Figure 1. Routed metal per tile (run 1).
Drawn at 4 px/um. 17 x 17 tiles, from white (low) to dark blue (high), scaled to the fullest tile. Values are wire area over tile area, all layers added.
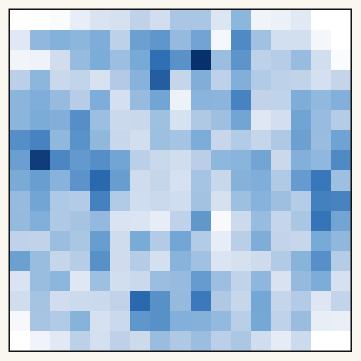
Figure 2. Clock distribution (run 1).
Drawn at 6 px/um.
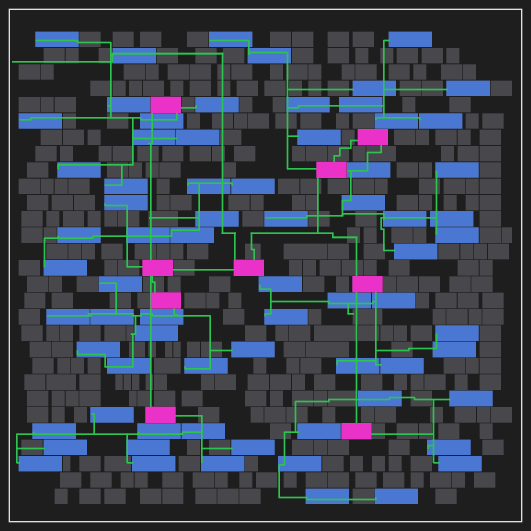
Figure 3. Logic cells by family (run 1).
Drawn at 4 px/um.
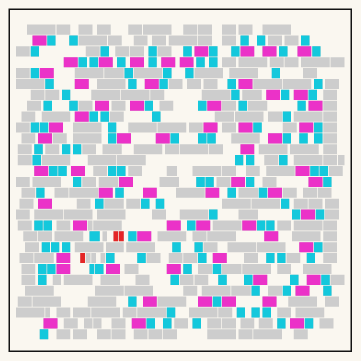
`src/rtl/branch_pkg.sv`:
```
// Shared types and constants for the branch resolver.
// Holds the resolver state encoding, the default flush length, the
// statistics counter width and a saturating-increment helper.
package branch_pkg;

  typedef enum logic [1:0] {
    ST_IDLE     = 2'd0,
    ST_REDIRECT = 2'd1,
    ST_FLUSH    = 2'd2
  } br_state_e;

  localparam int FLUSH_CYCLES_DEF = 1;
  localparam int CNT_W            = 16;

  // Increment by one, holding at all-ones instead of wrapping.
  function automatic logic [CNT_W-1:0] sat_inc(input logic [CNT_W-1:0] v);
    logic [CNT_W-1:0] r;
    if (&v) begin
      r = v;
    end else begin
      r = v + {{(CNT_W-1){1'b0}}, 1'b1};
    end
    return r;
  endfunction

endpackage

```
`src/rtl/sat_counter.sv`:
```
// 16-bit saturating event counter with synchronous reset.
// Only compiled when BRANCH_STATS_EN is defined; the default build has no
// statistics logic at all.
`ifdef BRANCH_STATS_EN
module sat_counter
  import branch_pkg::*;
(
  input  logic             clk,
  input  logic             reset,
  input  logic             inc,
  output logic [CNT_W-1:0] count
);

  // Count events, sticking at the maximum value.
  always_ff @(posedge clk) begin
    if (reset) begin
      count <= {CNT_W{1'b0}};
    end else if (inc) begin
      count <= sat_inc(count);
    end else begin
      count <= count;
    end
  end

endmodule
`endif

```
`src/rtl/branch_resolver.sv`:
```
// Branch resolver: turns a condition-passed ID-stage branch into a
// one-cycle PC redirect, a flush of FLUSH_CYCLES cycles and an optional
// link-register write. All outputs come straight from flops.
// Optional macro BRANCH_STATS_EN adds taken/not-taken saturating counters.
module branch_resolver
  import branch_pkg::*;
#(
  parameter int ADDR_W       = 32,
  parameter int FLUSH_CYCLES = FLUSH_CYCLES_DEF
) (
  input  logic              clk,
  input  logic              reset,
  input  logic              stall,
  input  logic              br_valid,
  input  logic              br_link,
  input  logic              cond,
  input  logic [ADDR_W-1:0] br_target,
  input  logic [ADDR_W-1:0] pc_ret,
  output logic              pc_load,
  output logic [ADDR_W-1:0] pc_target,
  output logic              flush,
  output logic              link_we,
  output logic [ADDR_W-1:0] link_data,
  output logic              busy
`ifdef BRANCH_STATS_EN
  ,
  output logic [CNT_W-1:0]  taken_cnt,
  output logic [CNT_W-1:0]  nottaken_cnt
`endif
);

  // Cycles left in FLUSH after the first FLUSH cycle (FLUSH spans
  // FLUSH_CYCLES-1 cycles following the single REDIRECT cycle).
  localparam logic [1:0] FLUSH_LOAD = 2'((FLUSH_CYCLES > 1) ? (FLUSH_CYCLES - 2) : 0);

  br_state_e   state_r;
  br_state_e   state_s;
  logic [1:0]  flush_cnt_r;
  logic [1:0]  flush_cnt_s;
  logic        capture_s;
  logic        taken_s;
  logic        pc_load_s;
  logic        flush_s;
  logic        link_we_s;
  logic        busy_s;

  // Branch capture only happens in IDLE when ID is not stalled.
  assign capture_s = (state_r == ST_IDLE) && br_valid && !stall;
  assign taken_s   = capture_s && cond;

  // State register and flush-length counter.
  always_ff @(posedge clk) begin
    if (reset) begin
      state_r     <= ST_IDLE;
      flush_cnt_r <= 2'd0;
    end else begin
      state_r     <= state_s;
      flush_cnt_r <= flush_cnt_s;
    end
  end

  // Next-state logic: IDLE -> REDIRECT -> (FLUSH) -> IDLE.
  always_comb begin
    state_s     = state_r;
    flush_cnt_s = flush_cnt_r;
    case (state_r)
      ST_IDLE: begin
        if (taken_s) begin
          state_s = ST_REDIRECT;
        end else begin
          state_s = ST_IDLE;
        end
        flush_cnt_s = 2'd0;
      end
      ST_REDIRECT: begin
        if (FLUSH_CYCLES > 1) begin
          state_s     = ST_FLUSH;
          flush_cnt_s = FLUSH_LOAD;
        end else begin
          state_s     = ST_IDLE;
          flush_cnt_s = 2'd0;
        end
      end
      ST_FLUSH: begin
        if (flush_cnt_r == 2'd0) begin
          state_s     = ST_IDLE;
          flush_cnt_s = 2'd0;
        end else begin
          state_s     = ST_FLUSH;
          flush_cnt_s = flush_cnt_r - 2'd1;
        end
      end
      default: begin
        state_s     = ST_IDLE;
        flush_cnt_s = 2'd0;
      end
    endcase
  end

  // Output decode of the upcoming state, registered below so outputs are
  // flop-driven and line up with the state they describe.
  always_comb begin
    pc_load_s = 1'b0;
    flush_s   = 1'b0;
    link_we_s = 1'b0;
    busy_s    = 1'b0;
    case (state_s)
      ST_IDLE: begin
        pc_load_s = 1'b0;
        flush_s   = 1'b0;
        link_we_s = 1'b0;
        busy_s    = 1'b0;
      end
      ST_REDIRECT: begin
        pc_load_s = 1'b1;
        flush_s   = 1'b1;
        link_we_s = br_link;  // REDIRECT is only ever entered from a capture
        busy_s    = 1'b1;
      end
      ST_FLUSH: begin
        pc_load_s = 1'b0;
        flush_s   = 1'b1;
        link_we_s = 1'b0;
        busy_s    = 1'b1;
      end
      default: begin
        pc_load_s = 1'b0;
        flush_s   = 1'b0;
        link_we_s = 1'b0;
        busy_s    = 1'b0;
      end
    endcase
  end

  // Output flops; target and return address hold until the next taken capture.
  always_ff @(posedge clk) begin
    if (reset) begin
      pc_load   <= 1'b0;
      flush     <= 1'b0;
      link_we   <= 1'b0;
      busy      <= 1'b0;
      pc_target <= {ADDR_W{1'b0}};
      link_data <= {ADDR_W{1'b0}};
    end else begin
      pc_load <= pc_load_s;
      flush   <= flush_s;
      link_we <= link_we_s;
      busy    <= busy_s;
      if (taken_s) begin
        pc_target <= br_target;
        link_data <= pc_ret;
      end else begin
        pc_target <= pc_target;
        link_data <= link_data;
      end
    end
  end

`ifdef BRANCH_STATS_EN
  logic nottaken_s;
  assign nottaken_s = capture_s && !cond;

  sat_counter u_taken_cnt (
    .clk   (clk),
    .reset (reset),
    .inc   (taken_s),
    .count (taken_cnt)
  );

  sat_counter u_nottaken_cnt (
    .clk   (clk),
    .reset (reset),
    .inc   (nottaken_s),
    .count (nottaken_cnt)
  );
`endif

endmodule

```
`config.mk`:
```
export PLATFORM = sky130hd
export DESIGN_NAME = branch_resolver
export DESIGN_NICKNAME = d
export VERILOG_FILES = /design/src/rtl/branch_pkg.sv /design/src/rtl/sat_counter.sv /design/src/rtl/branch_resolver.sv
export SDC_FILE = /design/constraint.sdc
export NUM_CORES = 1
export LEC_CHECK = 0
export CAP_MARGIN = 20
export CORE_UTILIZATION = 45
export CTS_CLUSTER_SIZE = 14
export DETAILED_ROUTE_END_ITERATION = 12
export MAX_ROUTING_LAYER = met4
export PLACE_DENSITY_LB_ADDON = 0.08
export SLEW_MARGIN = 5
export SYNTH_ARGS = -nofsm -noshare
export SYNTH_HDL_FRONTEND = slang
export SYNTH_SLANG_ARGS = --single-unit
```
`constraint.sdc`:
```
create_clock -name clk -period 2.9 [get_ports clk]
set_input_delay 0.58 -clock clk [delete_from_list [all_inputs] [get_ports clk]]
set_output_delay 0.58 -clock clk [all_outputs]
set_load 0.005 [all_outputs]
```
==> results.tsv, run 1 <==
stage	metric	value	unit
cells_and_area	sh_comb_area	32.7	%
critical_path	path_buffers	2	
critical_path	worstPathArrival	2.07	ns
critical_path	cp-start-kind	input port	
critical_path	cp.required	3.16	ns
routing	via_per_inst	4.62	
synth	yosys_area	0.00311	mm2
cells_and_area	drive_above_1_share	4.38	%
routing	wirelength	6650	um
synth	ys_warn_count	0	
final_timing	grt_setup_unrepaired	false	
global_routing	grt_max_degree	73	
final_timing	setup_viol	0	
synth	synth_top_flop_cell	dfxtp_1	
routing	drt_iter0_markers	77	
synth	fp_nets	374	
floorplanning	die_w	85.1	um
cells_and_area	logic_gates	205	
cts	cts_root_buffer	clkbuf_8	
cts	clockBufferDepth	2	
critical_path	critical_path.slowest_cell	and4b_4	
cts	cts.clk_slew.worst_paths	0.07	ns
cells_and_area	final_core_util	72.0	%
cells_and_area	stdcell_area	0.00467	mm2
power_and_ir_drop	seq_power_share	50.2	%
synth	synth_top_cell_by_count	nand2b_1	
power_and_ir_drop	netSwitchingFraction	21.3	%
cells_and_area	syn2layout_area_growth	50.3	%
synth	common_cells	128 x nand2b_1, 71 x dfxtp_1, 64 x mux2i_1	
routing	drt_first_pass_iters	4	
synth	top_cell_area_share	45.7	%
cells_and_area	n_antenna_cell	0	
synth	synthCells	302	
cells_and_area	inverters	3	
place	postPlaceCellArea	0.00449	mm2
global_routing	grt_util_all_layers	19.5	%
place	gp_congestion	0.713	
cts	postCtsSetupRepairBufs	0	
synth	async_reset_ff_share	0	%
power_and_ir_drop	power_density	436	mW/mm2
power_and_ir_drop	p_total	2040	uW
cts	ctsResizeCount	0	
outcome	status	complete, no violations	
power_and_ir_drop	p_comb_share	14.3	%
Notes on Figure 1 above:
The fullest tile reaches 0.42. The mean over all tiles is 0.15. 19% of the tiles are over half the peak. 2.8% of the tiles are nearly empty.

Notes on Figure 2 above:
flip-flops: marked blue, count 71. clock-net drivers: marked magenta, count 9. clock wires: marked green, length 875 um.
There are 10 routed clock nets. Position of the flops: spread over the die.

Notes on Figure 3 above:
mux cells: marked magenta, cells 64, where spread over the die. inv cells: marked red, cells 3. nand cells: marked cyan, cells 130, where spread over the die.

[run 1: metal layers]
layer,track usage [%],part of all wire (%),vias to the layer above
li1,-,-,1218
met2,29.8,45,78
met3,5.54,6.9,5
met4,8.78,1.1,0
met5,-,0,-
met1,23.9,47,1062
[run 1: final timing paths]
| path | from | end | slack [ns] | cells after the start |
|---|---|---|---|---|
| worst min register to register | flush_cnt_r[0] | flush_cnt_r[0] | 0.42 | 1 |
| worst min-delay path | flush_cnt_r[0] | flush_cnt_r[0] | 0.42 | 1 |
| worst max-delay path | stall | link_data[0] | 1.09 | 4 |
| worst max register to register | state_r[1] | link_data[0] | 1.36 | 4 |
[run 1: cell families after synthesis]
family	share of synthesized area [%]
multiplexers	20.6
buffers and inverters	5.27
flip-flops	45.7
adder cells (fa/ha/maj)	0.804
AND/OR/NAND/NOR	27.6
Figure 4. Port wiring (run 1).
Drawn at 6 px/um.
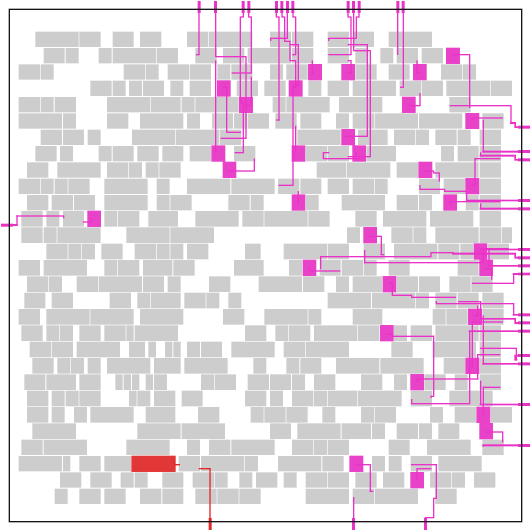

==> inputs of run 2 (changes only) <==
--- a/config.mk
+++ b/config.mk
@@ -6,7 +6,7 @@
 export NUM_CORES = 1
 export LEC_CHECK = 0
 export CAP_MARGIN = 20
-export CORE_UTILIZATION = 45
+export CORE_UTILIZATION = 42
 export CTS_CLUSTER_SIZE = 14
 export DETAILED_ROUTE_END_ITERATION = 12
 export MAX_ROUTING_LAYER = met4
==> constraint.sdc (replaced) <==
create_clock -name clk -period 1.8 [get_ports clk]
set_input_delay 0.36 -clock clk [delete_from_list [all_inputs] [get_ports clk]]
set_output_delay 0.36 -clock clk [all_outputs]
set_load 0.005 [all_outputs]
Figure 5. Port wiring (run 2).
Drawn at 6 px/um.
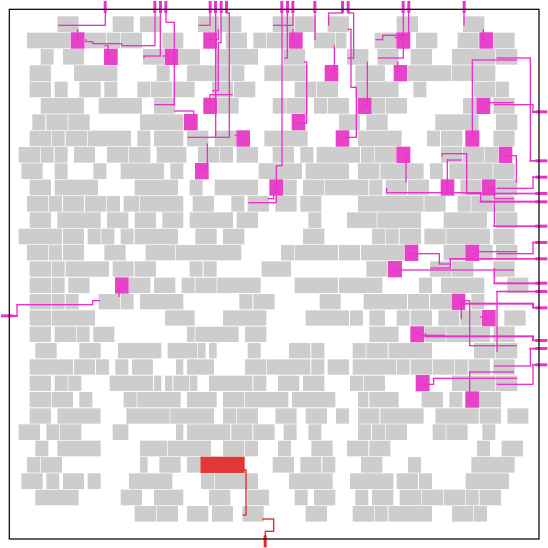
`pc_ret`: marked magenta, bits 32, direction input, edge 17 top, 14 right, 1 left, end cells 32, buffers 32, wire 674 um. `pc_load`: marked red, bits 1, direction output, edge bottom, end cells 1, buffers 1, wire 14.5 um.

Figure 6. Logic cells by family (run 2).
Drawn at 4 px/um.
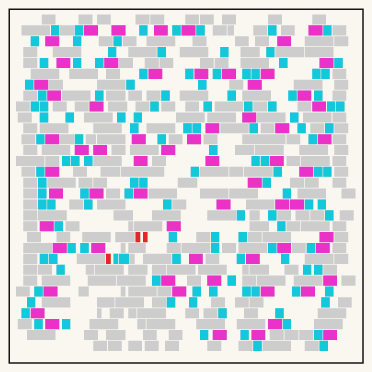
inv cells: marked red, cells 3. nand cells: marked cyan, cells 130, where spread over the die. mux cells: marked magenta, cells 64, where spread over the die.

==> run 2 against run 1 <==
Net effect: area after synthesis did not move; register-to-register slack got worse by 0.90 ns; largest power group unchanged; sequential share of layout area shrank 0.74 points; synthesized cell count did not move.
==> results.tsv, run 2 <==
stage	metric	value	unit
cells_and_area	n_antenna_cell	0	
critical_path	crit_end	pc_target[25]	
critical_path	cp.required	1.44	ns
routing	m1WireLength	2890	um
routing	drt_iter0_markers	64	
routing	wirelength	6630	um
global_routing	use_met3	4.90	%
cells_and_area	stdcell_area	0.00479	mm2
synth	synthCells	302	
critical_path	crit_family	buffers and inverters	
cells_and_area	syn2layout_area_growth	54.0	%
synth	common_cells	128 x nand2b_1, 71 x dfxtp_1, 64 x mux2i_1	
min_path	hp-start	flush_cnt_r[0]	
critical_path	cp-start-kind	flip-flop	
global_routing	grt_util_all_layers	18.2	%
cts	postCtsSetupRepairBufs	0	
final_timing	setup_viol	0	
critical_path	r2r_slack	0.46	ns
synth	ys_sh_simple	27.6	%
final_timing	grt_setup_unrepaired	false	
synth	yosys_area	0.00311	mm2
global_routing	grt_util_met2	30.4	%
power_and_ir_drop	seq_power_share	46.3	%
global_routing	grt_max_degree	64	
power_and_ir_drop	power.internal	2810	uW
synth	synth_area_per_cell	10.3	um2
critical_path	rr_worst_depth	4	
power_and_ir_drop	netSwitchingFraction	21.2	%
outcome	status	complete, no violations	
synth	top_logic_kind	simple AND/OR/NAND/NOR gates	
critical_path	r2r-start	state_r[1]	
power_and_ir_drop	power_density	743	mW/mm2
floorplanning	die_w	88.1	um
critical_path	reg2reg_to	link_data[0]	
cts	ctsResizeCount	0	
routing	top_layer_used	met4	
cells_and_area	drive_above_1_share	5.48	%
place	postPlaceCellArea	0.00456	mm2
critical_path	cp_num_cells	1	
final_timing	hold_viol	0	
routing	routed-wl-met3	489	um
routing	via_per_inst	4.44	
job	cap_viol_max_count	0	
cts	cts.clk_slew.worst_paths	0.07	ns
synth	mux_share	20.6	%
critical_path	worstPathArrival	1.21	ns
global_routing	grtUsageMet1	20.5	%
power_and_ir_drop	p_comb_share	13.3	%
synth	synth_top_cell_by_count	nand2b_1	
synth	async_reset_ff_share	0	%
floorplanning	io_pins	138	
global_routing	grt-busiest-layer	met2	
critical_path	startpoint	pc_target[25]	
critical_path	critical_path.slowest_cell	clkdlybuf4s50_1	
synth	top_cell_area_share	45.7	%
place	gp_congestion	0.709	
power_and_ir_drop	p_total	3560	uW
synth	ys_sh_adder	0.805	%
critical_path	path_buffers	1	
cts	cts_root_buffer	clkbuf_8	
final_timing	hold-worst-slack	0.420	ns
floorplanning	core_area	0.00721	mm2
synth	fp_nets	374	
synth	synth_top_flop_cell	dfxtp_1	
place	place_ws	0.0548	ns
routing	met2_wirelength	3160	um
synth	xor_area_share	0	%
cts	clockBufferDepth	2	
cells_and_area	reg_top3	link_data x32, pc_target x32	
run 2: cell counts after synthesis:
Identical to the previous run, type by type.
run 2: layout make-up:
| type | instances | area, um2 | area share, % |
|---|---|---|---|
| Multi-Input combinational cell | 205 | 1530 | 31.9 |
| Sequential cell | 71 | 1420 | 29.7 |
| Clock buffer | 11 | 151 | 3.16 |
| Timing Repair Buffer | 143 | 1470 | 30.8 |
| Tap cell | 99 | 124 | 2.59 |
| Inverter | 3 | 11.3 | 0.235 |
| Clock inverter | 5 | 80.1 | 1.67 |
run 2: per-stage QoR:
step | instances | utilization (%)
floorplan | 302 | -
global placement | 521 | 63.2
detailed placement | 521 | 63.2
CTS | 537 | 66.4
global route | 537 | 66.4
finish | 537 | 66.4
Power figures rest on the tool's default switching activity, not on a simulated workload.
